### config.mk
export PLATFORM = sky130hd
export DESIGN_NAME = servo_uart_cmd
export DESIGN_NICKNAME = d
export VERILOG_FILES = /design/src/rtl/servo_uart_cmd.sv
export SDC_FILE = /design/constraint.sdc
export NUM_CORES = 1
export LEC_CHECK = 0
export CORE_MARGIN = 2
export CORE_UTILIZATION = 53
export DETAILED_ROUTE_END_ITERATION = 8
export PLACE_DENSITY = 0.79
export SETUP_SLACK_MARGIN = 0.3
export SLEW_MARGIN = 20
export SYNTH_ARGS = -nofsm -noshare
export SYNTH_HDL_FRONTEND = slang
export SYNTH_SLANG_ARGS = --single-unit
### constraint.sdc
create_clock -name clk -period 6.4 [get_ports clk]
set_input_delay 1.28 -clock clk [delete_from_list [all_inputs] [get_ports clk]]
set_output_delay 1.28 -clock clk [all_outputs]
set_load 0.01 [all_outputs]
### src/rtl/servo_uart_cmd.sv
// servo_uart_cmd: 8N1 UART receiver plus 3-byte angle frame parser.
// Converts a validated angle into a PWM pulse width in clock cycles.
module servo_uart_cmd #(
  parameter int unsigned CLK_FREQ       = 25_000_000,
  parameter int unsigned BAUD           = 115_200,
  parameter int unsigned PERIOD         = 500_000,
  parameter int unsigned MIN_PULSE      = 25_000,
  parameter int unsigned MAX_PULSE      = 50_000,
  parameter int unsigned TIMEOUT_CYCLES = 250_000
) (
  input  logic        clk,
  input  logic        rst,
  input  logic        rx,
  output logic [31:0] duty_cycle,
  output logic [31:0] period,
  output logic        cmd_valid,
  output logic        cmd_err,
  output logic        rx_busy
);

  localparam int unsigned CPB      = CLK_FREQ / BAUD;
  localparam logic [31:0] CPB_M1   = 32'(CPB - 1);
  localparam logic [31:0] HALF_M1  = 32'(CPB / 2 - 1);
  localparam logic [31:0] TO_M1    = 32'(TIMEOUT_CYCLES - 1);
  localparam logic [31:0] STEP     = 32'((MAX_PULSE - MIN_PULSE) / 180);
  localparam logic [31:0] MIN_P    = 32'(MIN_PULSE);
  localparam logic [31:0] RST_DUTY = MIN_P + 32'd90 * STEP;

  typedef enum logic [1:0] {
    R_IDLE, R_START, R_DATA, R_STOP
  } rx_state_e;

  typedef enum logic [1:0] {
    P_HUNT, P_HDR, P_ANG
  } p_state_e;

  logic        rx_s1_q;
  logic        rx_s2_q;
  logic        rx_prev_q;
  rx_state_e   rstate_q;
  logic [31:0] cnt_q;
  logic [2:0]  bit_idx_q;
  logic [7:0]  shreg_q;
  logic        rx_busy_q;
  logic        byte_done_q;
  logic        frame_err_q;
  p_state_e    pstate_q;
  logic [7:0]  angle_q;
  logic [31:0] gap_q;
  logic [31:0] duty_q;
  logic [31:0] duty_d;
  logic        valid_q;
  logic        err_q;
  logic        fall;

  assign fall       = rx_prev_q & ~rx_s2_q;
  assign duty_cycle = duty_q;
  assign period     = 32'(PERIOD);
  assign cmd_valid  = valid_q;
  assign cmd_err    = err_q;
  assign rx_busy    = rx_busy_q;

  // Candidate pulse width for the latched angle.
  always_comb begin
    duty_d = MIN_P + {24'd0, angle_q} * STEP;
  end

  // Two-flop synchroniser plus previous value for edge detection.
  always_ff @(posedge clk or posedge rst) begin
    if (rst) begin
      rx_s1_q   <= 1'b1;
      rx_s2_q   <= 1'b1;
      rx_prev_q <= 1'b1;
    end else begin
      rx_s1_q   <= rx;
      rx_s2_q   <= rx_s1_q;
      rx_prev_q <= rx_s2_q;
    end
  end

  // Byte receiver; a low stop bit re-arms only after rx rises again.
  always_ff @(posedge clk or posedge rst) begin
    if (rst) begin
      rstate_q    <= R_IDLE;
      cnt_q       <= '0;
      bit_idx_q   <= '0;
      shreg_q     <= '0;
      rx_busy_q   <= 1'b0;
      byte_done_q <= 1'b0;
      frame_err_q <= 1'b0;
    end else begin
      byte_done_q <= 1'b0;
      frame_err_q <= 1'b0;
      unique case (rstate_q)
        R_IDLE: begin
          if (fall) begin
            rstate_q  <= R_START;
            cnt_q     <= '0;
            rx_busy_q <= 1'b1;
          end
        end
        R_START: begin
          if (cnt_q == HALF_M1) begin
            cnt_q <= '0;
            if (!rx_s2_q) begin
              rstate_q  <= R_DATA;
              bit_idx_q <= '0;
            end else begin
              rstate_q  <= R_IDLE;
              rx_busy_q <= 1'b0;
            end
          end else begin
            cnt_q <= cnt_q + 32'd1;
          end
        end
        R_DATA: begin
          if (cnt_q == CPB_M1) begin
            cnt_q   <= '0;
            shreg_q <= {rx_s2_q, shreg_q[7:1]};
            if (bit_idx_q == 3'd7) begin
              rstate_q <= R_STOP;
            end else begin
              bit_idx_q <= bit_idx_q + 3'd1;
            end
          end else begin
            cnt_q <= cnt_q + 32'd1;
          end
        end
        R_STOP: begin
          if (cnt_q == CPB_M1) begin
            cnt_q     <= '0;
            rstate_q  <= R_IDLE;
            rx_busy_q <= 1'b0;
            if (rx_s2_q) begin
              byte_done_q <= 1'b1;
            end else begin
              frame_err_q <= 1'b1;
            end
          end else begin
            cnt_q <= cnt_q + 32'd1;
          end
        end
        default: rstate_q <= R_IDLE;
      endcase
    end
  end

  // Frame parser with inter-byte timeout; owns duty and status pulses.
  always_ff @(posedge clk or posedge rst) begin
    if (rst) begin
      pstate_q <= P_HUNT;
      angle_q  <= '0;
      gap_q    <= '0;
      duty_q   <= RST_DUTY;
      valid_q  <= 1'b0;
      err_q    <= 1'b0;
    end else begin
      valid_q <= 1'b0;
      err_q   <= 1'b0;
      if (frame_err_q) begin
        err_q    <= 1'b1;
        pstate_q <= P_HUNT;
        gap_q    <= '0;
      end else if (byte_done_q) begin
        gap_q <= '0;
        unique case (pstate_q)
          P_HUNT: begin
            if (shreg_q == 8'hA5) begin
              pstate_q <= P_HDR;
            end
          end
          P_HDR: begin
            angle_q  <= shreg_q;
            pstate_q <= P_ANG;
          end
          P_ANG: begin
            pstate_q <= P_HUNT;
            if (shreg_q == ~angle_q && angle_q <= 8'd180) begin
              duty_q  <= duty_d;
              valid_q <= 1'b1;
            end else begin
              err_q <= 1'b1;
            end
          end
          default: pstate_q <= P_HUNT;
        endcase
      end else if (pstate_q != P_HUNT) begin
        if (gap_q == TO_M1) begin
          err_q    <= 1'b1;
          pstate_q <= P_HUNT;
          gap_q    <= '0;
        end else begin
          gap_q <= gap_q + 32'd1;
        end
      end
    end
  end

endmodule

Figure 1. Wiring by layer (run 1).
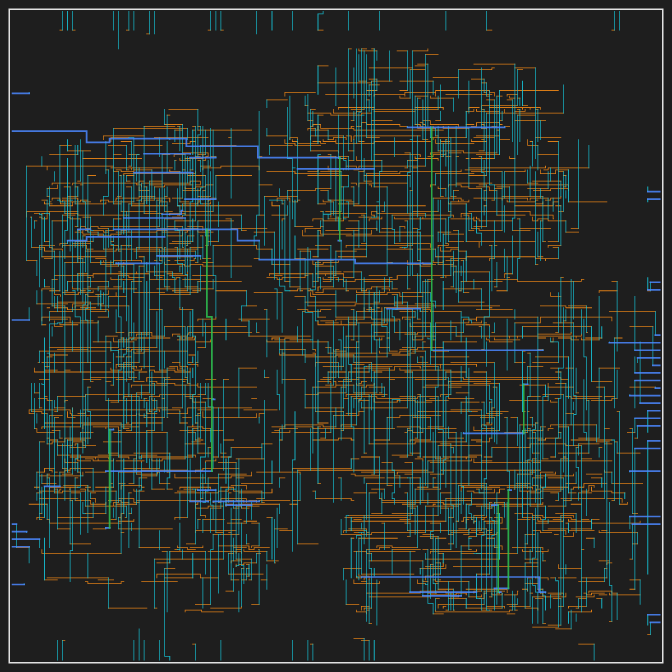
[blue] met3 | wire length: 478 um
[green] met4 | wire length: 159 um
[cyan] met2 | wire length: 6630 um
[orange] met1 | wire length: 5830 um

Figure 2. Drive-strength map (run 1).
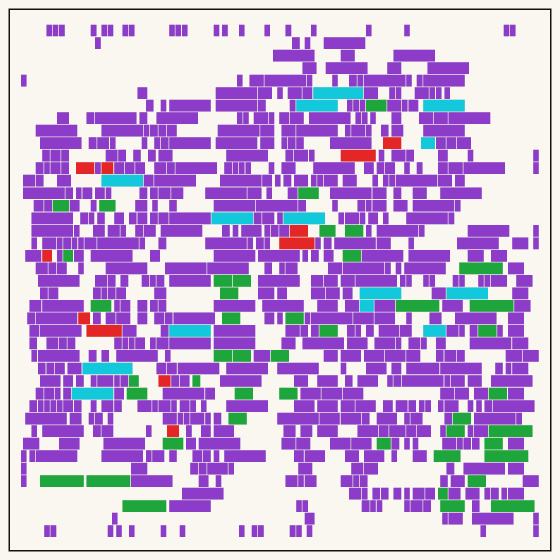
[cyan] drive 6 and up | cells: 14 | share: 1.9%
[purple] drive 1 or less | cells: 670 | share: 91%
[green] drive 2 | cells: 44 | share: 6.0%
[red] drive 3 to 4 | cells: 11 | share: 1.5%

Figure 3. Nets reached from selected ports (run 1).
The bar under the picture is 20 um long.
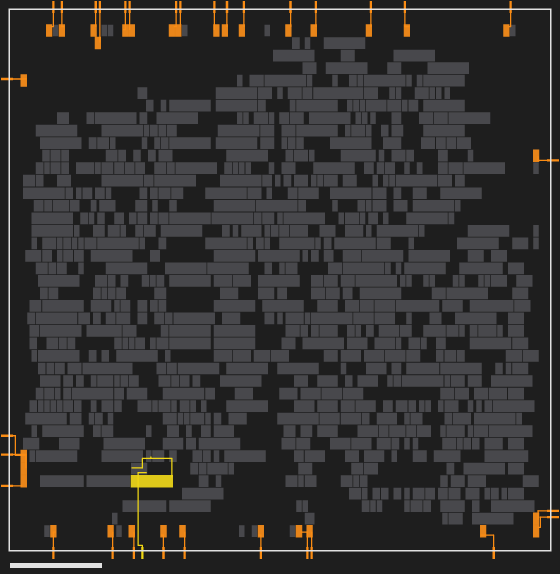
[yellow] rx_busy | direction: output | end cells: 1 | buffers: 1 | wire: 34.5 um
[orange] period | direction: output | end cells: 32 | buffers: 0 | wire: 128 um

==> qor.csv, run 1 <==
metric,value,unit
status,"finished, final reports clean",
drc,0,
max_slew_margin,42.7,%
n_antenna_cell,0,
syn2layout_area_growth,7.04,%
seq_area,2790,um2
combGateArea,3610,um2
whs_path_depth,0,
synth_top_cell_by_count,dfrtp_1,
ys_chip_area,6810,um2
clk_pin_slew,0.07,ns
warnings,27,
synth_top_area_share,37.5,%
cts_tree,yes,
reg2regPathDepth,11,
worstSetupPathType,flop to flop,
insertion_delay,0.35,ns
final_hold_viol_count,0,
grt_pass1_vias,4944,
rows,41,
max_clock_freq,279,MHz
edf_count,0,
die_w,117,um
finalCriticalPeriod,3.58,ns
cap_violations,0,
final_antenna_net_count,0,
cts_buffers,9,
viasPerCell,5.59,
crit_arrival,3.82,ns
critical_path_required,6.63,ns
final_util,58.0,%
setup_violations,0,
clock_sinks,111,
p_leak,3.28,nW
die_area,13800,um2
synth_top_flop_cell,dfrtp_1,
async_reset_ff_share,100,%
cts_resized,0,
rrSetupSlack,2.82,ns
finalClockPeriodUsage,56.0,%
nNetsFinal,772,
worst_path_dominant_cell_family,adder cells,
wl,13100,um
drt_iter0_markers,239,
cts_hold_buf,0,
crit_fanout,6,
hold_slack,0.357,ns
cpPeakStageDelay,0.46,ns
grt_overflow,0,
first_pass_iters,5,
cpMostUsedCell,ha_1,
area_leaders,"dfrtp_1, ha_1, buf_4, o21ai_0, nor2_1",
die_h,117,um
crit_chain,ha_1 > ha_1 > ha_1 > ha_1 > and3_1 > a221o_1 > nor2_1 > xor2_1 > o41ai_2 > xnor2_1 > mux2_2,
rsz0062_at_grt,false,
hpwlAfterDp,9370,um
synth-seq-cells,111,
grt.total_usage,19.6,%
hp-start,rx_s1_q$_DFF_PP1_,
r2r_start,angle_q[1]$_DFFE_PP0P_,
yosys_warnings,0,
crit-reg2reg-capture,duty_cycle[14]$_DFFE_PP0P_,
synth_area_per_cell,9.42,um2
ys_seq_share,41.0,%
fin_area,7290,um2
cp-start-kind,flop,
ir_drop,230,uV
clock_path_buffers,2,
top_area_cell,dfrtp_1,
holdPathEnd,rx_s2_q$_DFF_PP1_,
netlist-cell-type-count,70,
cp_num_buf_inv,0,
htreeDepth,3,
clockRootBuffer,clkbuf_16,
min_path_type,flop to flop,
placed_cell_area,6960,um2
grt_max_degree,58,
synthTopCellsByCount,"dfrtp_1, nor2_1, nand2_1, o21ai_0, buf_4",
netlist_area,6810,um2
port_buffers,21,
slew_viol_final,0,
antenna_found_initial,0,
slowest_stage,dfrtp_1,
io_pins,70,
place.gp.congestion,0.884,
dr_total_vias,5090,
power.density,209,nW/um2
drive_gt1_share,9.34,%
cts_setup_buffers,0,
tns,0,ns
==> run 1: logic make-up after synthesis <==
group           synth area share (%)
fa+ha+maj                       6.54
mux                             3.29
simple gates                    20.8
other cells                    0.110
buf+inv                         8.56
xor+xnor                        6.82
flops                           41.0
compound gates                  12.9
==> run 1: power breakdown <==
part	switching [mW]	internal [mW]	total, mW	leakage (nW)
Sequential	0.0474	0.734	0.782	1.50
Clock	0.258	0.356	0.614	0.159
Combinational	0.0789	0.0447	0.124	1.62
Total	0.385	1.13	1.52	3.28
==> run 1: metal layers <==
metal | track usage (%) | routed length, um
met5 | 0 | 0
met3 | 4.23 | 478
met4 | 5.20 | 159
met2 | 33.3 | 6630
met1 | 25.5 | 5830
==> run 1: how the worst max path moves through the flow <==
stage                                      start                    endpoint  slack [ns]  depth (start not counted)
after global routing      angle_q[1]$_DFFE_PP0P_  duty_cycle[14]$_DFFE_PP0P_        2.62                         11
final                     angle_q[1]$_DFFE_PP0P_  duty_cycle[14]$_DFFE_PP0P_        2.82                         11
after floorplan                              rst  asynchronous set/reset pin        2.20                          1
after detailed placement  angle_q[1]$_DFFE_PP0P_  duty_cycle[14]$_DFFE_PP0P_        2.84                         11
after global placement    angle_q[1]$_DFFE_PP0P_  duty_cycle[14]$_DFFE_PP0P_        2.95                         11
after CTS                 angle_q[1]$_DFFE_PP0P_  duty_cycle[14]$_DFFE_PP0P_        2.83                         11
==> run 1: cell usage in the layout, fill, tap and decap left out, types with 6 or more instances in the layout <==
cell and instances:
dfstp_2 9, xnor2_1 25, nand4_1 15, a31oi_1 8, clkbuf_16 9, a21oi_1 15, o21ai_0 63, and3_1 11
nor2b_1 9, o31ai_1 22, nor3_1 9, mux2_2 19, nand2b_1 6, clkdlybuf4s50_1 21, nor4_1 11, dfrtp_1 102
conb_1 48, xor2_1 28, ha_1 34, nand3_1 25, inv_1 27, nand2_1 63, nor2_1 71
==> run 1: sequential cells by signal, indices dropped and copies added, names as in the netlist, 2 cells and up, named ones only <==
signal / flops
angle_q: 8
bit_idx_q: 3
cnt_q: 32
duty_cycle: 16
gap_q: 32
pstate_q: 2
shreg_q: 8
==> run 1: area by class of cell <==
type	instances	share of cell area [%]
multi-input combinational	560	49.6
clock buffer	10	3.28
sequential	111	38.3
tap	172	2.95
clock inverter	6	1.24
timing repair buffer	24	3.19
inverter	28	1.48
==> run 1: through the flow <==
stage / total power [mW] / setup slack (ns) / cells
final: 1.52 / 2.82 / 911
after global routing: 1.59 / 2.62 / 911
after CTS: 1.53 / 2.83 / 911
after detailed placement: 0.919 / 2.84 / 895
after global placement: 0.909 / 2.95 / 895
after floorplan: 0.900 / 2.20 / 769
==> run 1 -> run 2 <==
--- a/config.mk
+++ b/config.mk
@@ -6,9 +6,9 @@
 export NUM_CORES = 1
 export LEC_CHECK = 0
 export CORE_MARGIN = 2
-export CORE_UTILIZATION = 53
+export CORE_UTILIZATION = 52
 export DETAILED_ROUTE_END_ITERATION = 8
-export PLACE_DENSITY = 0.79
+export PLACE_DENSITY = 0.81
 export SETUP_SLACK_MARGIN = 0.3
 export SLEW_MARGIN = 20
 export SYNTH_ARGS = -nofsm -noshare
==> constraint.sdc (replaced) <==
create_clock -name clk -period 3.2 [get_ports clk]
set_input_delay 0.64 -clock clk [delete_from_list [all_inputs] [get_ports clk]]
set_output_delay 0.64 -clock clk [all_outputs]
set_load 0.01 [all_outputs]
Figure 4. Wiring by layer (run 2).
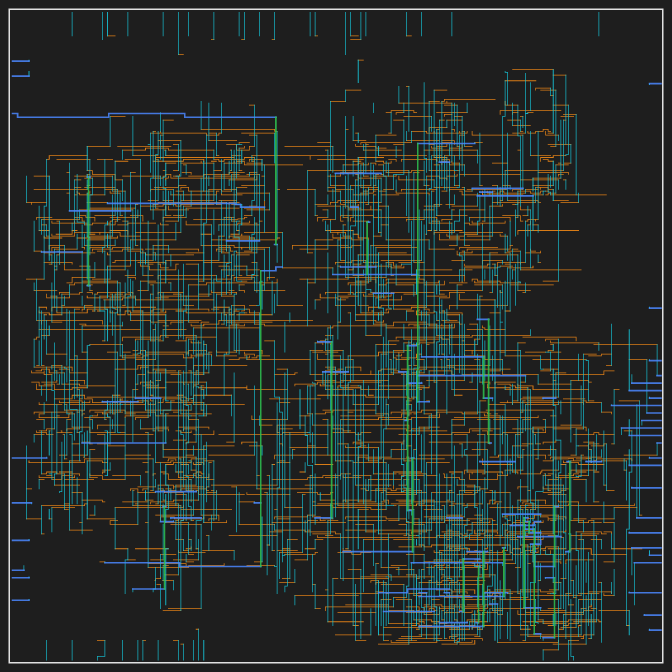
[green] met4 | wire length: 394 um
[orange] met1 | wire length: 6260 um
[cyan] met2 | wire length: 7190 um
[blue] met3 | wire length: 592 um
Routed WL: 14400 um
vias after detailed routing: 5378

==> run 2 against run 1 <==
Compared with the run above:
- power increased by 110%
- setup slack lost 2.8 ns
- maximum frequency is 14% higher
- combinational power up 100%
- global-route usage is 0.97 points higher
- non-clock buffer count grew 24
- hold slack worse by 0.00085 ns
- register-to-register slack worse by 2.8 ns
- sequential share of layout area shrank 2.8 points
- clock power up 110%
- utilization is 4.0 points higher
- via count is 5.7% higher
- critical path type unchanged
- largest cell class unchanged
- largest power group unchanged
==> qor.csv, run 2 <==
metric,value,unit
crit_fanout,4,
die_h,118,um
cts_hold_buf,0,
wl_met2,7190,um
setup_violations,0,
area_leaders,"dfrtp_1, ha_1, buf_4, o21ai_0, nor2_1",
final_util,61.9,%
antenna_found_initial,0,
power.density,398,nW/um2
wl_met3,591,um
htreeDepth,3,
first_pass_iters,5,
syn2layout_area_growth,15.8,%
max_clock_freq,317,MHz
n_antenna_cell,0,
synth_area_per_cell,9.42,um2
async_reset_ff_share,100,%
lay_top_count,dfrtp_1,
synth-seq-cells,111,
worstSetupPathType,flop to flop,
ys_seq_share,41.0,%
core-area,12700,um2
drc,0,
grt_max_degree,42,
r2r_start,angle_q[3]$_DFFE_PP0P_,
clk_pin_slew,0.07,ns
warnings,30,
crit_arrival,3.40,ns
synthTopCellsByCount,"dfrtp_1, nor2_1, nand2_1, o21ai_0, buf_4",
grt.total_usage,20.6,%
ys_chip_area,6810,um2
finalNonFillerCells,935,
whs_path_depth,0,
min_path_type,flop to flop,
drt_iter0_markers,367,
clock_sinks,111,
edf_count,0,
cap_violations,0,
crit-reg2reg-capture,duty_cycle[14]$_DFFE_PP0P_,
placed_cells,903,
max_slew_margin,51.4,%
top_layer_used,met4,
worstSetupEndpoint,duty_cycle[14]$_DFFE_PP0P_,
synth_top_area_share,37.5,%
p_leak,3.45,nW
critical_path_required,3.45,ns
place.gp.congestion,0.878,
hpwlAfterDp,9700,um
hold_slack,0.356,ns
final_hold_viol_count,0,
status,"finished, final reports clean",
fin_area,7880,um2
finalClockPeriodUsage,98.5,%
clockRootBuffer,clkbuf_16,
power.total,3.14,mW
ir_drop,340,uV
netlist_area,6810,um2
die_w,118,um
lay_top_cells,"dfrtp_1, nor2_1, nand2_1, o21ai_0, conb_1",
rrSetupSlack,0.05,ns
finalCriticalPeriod,3.15,ns
crit_start,angle_q[3]$_DFFE_PP0P_,
placed_cell_area,7190,um2
insertion_delay,0.36,ns
rows,41,
seq_area,2800,um2
netlist-cell-type-count,70,
rsz0062_at_grt,true,
wl_met1,6260,um
viasPerCell,5.75,
final_antenna_net_count,0,
nNetsFinal,796,
combGateArea,3950,um2
grt_overflow,0,
top_area_cell,dfrtp_1,
synth_top_flop_cell,dfrtp_1,
==> run 2: cell count changes in the layout (fill, tap and decap cells not counted), moves of 3 or more <==
cell / before / now
buf_4: 3 / 23
ha_1: 34 / 17
o21ai_0: 63 / 57
a21boi_0: 3 / 0
dfrtp_2: 0 / 6
o21ai_1: 1 / 5
buf_12: 0 / 3
ha_4: 0 / 15
dfrtp_1: 102 / 96
a21boi_1: 0 / 3
==> run 2: worst min-delay path by stage <==
stage / start / to / slack, ns
final: rx_s1_q$_DFF_PP1_ / rx_s2_q$_DFF_PP1_ / 0.36
after global routing: rx_s1_q$_DFF_PP1_ / rx_s2_q$_DFF_PP1_ / 0.37
after CTS: rx_s1_q$_DFF_PP1_ / rx_s2_q$_DFF_PP1_ / 0.36
after detailed placement: rx_s1_q$_DFF_PP1_ / rx_s2_q$_DFF_PP1_ / 0.35
after global placement: rx_s1_q$_DFF_PP1_ / rx_s2_q$_DFF_PP1_ / 0.35
after floorplan: rx_s1_q$_DFF_PP1_ / rx_s2_q$_DFF_PP1_ / 0.35
==> run 2: power by group <==
group / internal [mW] / total, mW / switching [mW]
Combinational: 0.0930 / 0.252 / 0.159
Clock: 0.791 / 1.32 / 0.526
Sequential: 1.47 / 1.57 / 0.0987
Total: 2.35 / 3.14 / 0.783
==> run 2: area by class of cell <==
cell class / count / share of cell area (%)
multi-input combinational: 560 / 50.1
tap: 172 / 2.73
sequential: 111 / 35.5
clock buffer: 10 / 3.03
clock inverter: 6 / 1.46
timing repair buffer: 48 / 5.76
inverter: 28 / 1.38
==> run 2: routing by layer <==
layer  vias to the layer above  track usage [%]
met4                         0             7.89
met2                       155             35.2
met3                        46             4.20
met1                      2645             25.6
li1                       2532                -
met5                         -                0
==> run 2: worst max-delay path, stage by stage, from the launching register on <==
cell and delay (ns):
dfrtp_2 0.46, ha_1 0.31, ha_2 0.21, inv_2 0.05, fa_2 0.39, nor2b_4 0.18, o31a_1 0.24, o31ai_2 0.09
xor2_1 0.16, buf_4 0.17, o41ai_4 0.39, xnor2_1 0.13, mux2_4 0.28
==> run 2: kinds of logic after synthesis <==
group,after synthesis,share of synthesized area (%)
AND/OR/NAND/NOR,263,20.8
AND-OR/OR-AND,141,12.9
flip-flops,111,41.0
buffers and inverters,98,8.56
XOR/XNOR,53,6.82
adder cells (fa/ha/maj),35,6.54
multiplexers,20,3.29
other,2,0.110
==> run 2: per-stage QoR <==
stage / TNS (ns) / worst slack (ns)
6_report: 0 / 0.0483
2_1_floorplan: 0 / 0.246
5_1_grt: -0.113 / -0.0642
4_1_cts: 0 / 0.128
3_5_place_dp: -0.00458 / -0.00458
3_3_place_gp: 0 / 0.148
==> run 2: timing repair <==
action | in CTS | in global routing
pin swaps | 14 | 10
resized | 25 | 21
setup buffers | 11 | 5
setup endpoints to repair | 7 | 33
Power is estimated from default activity; no workload was simulated.
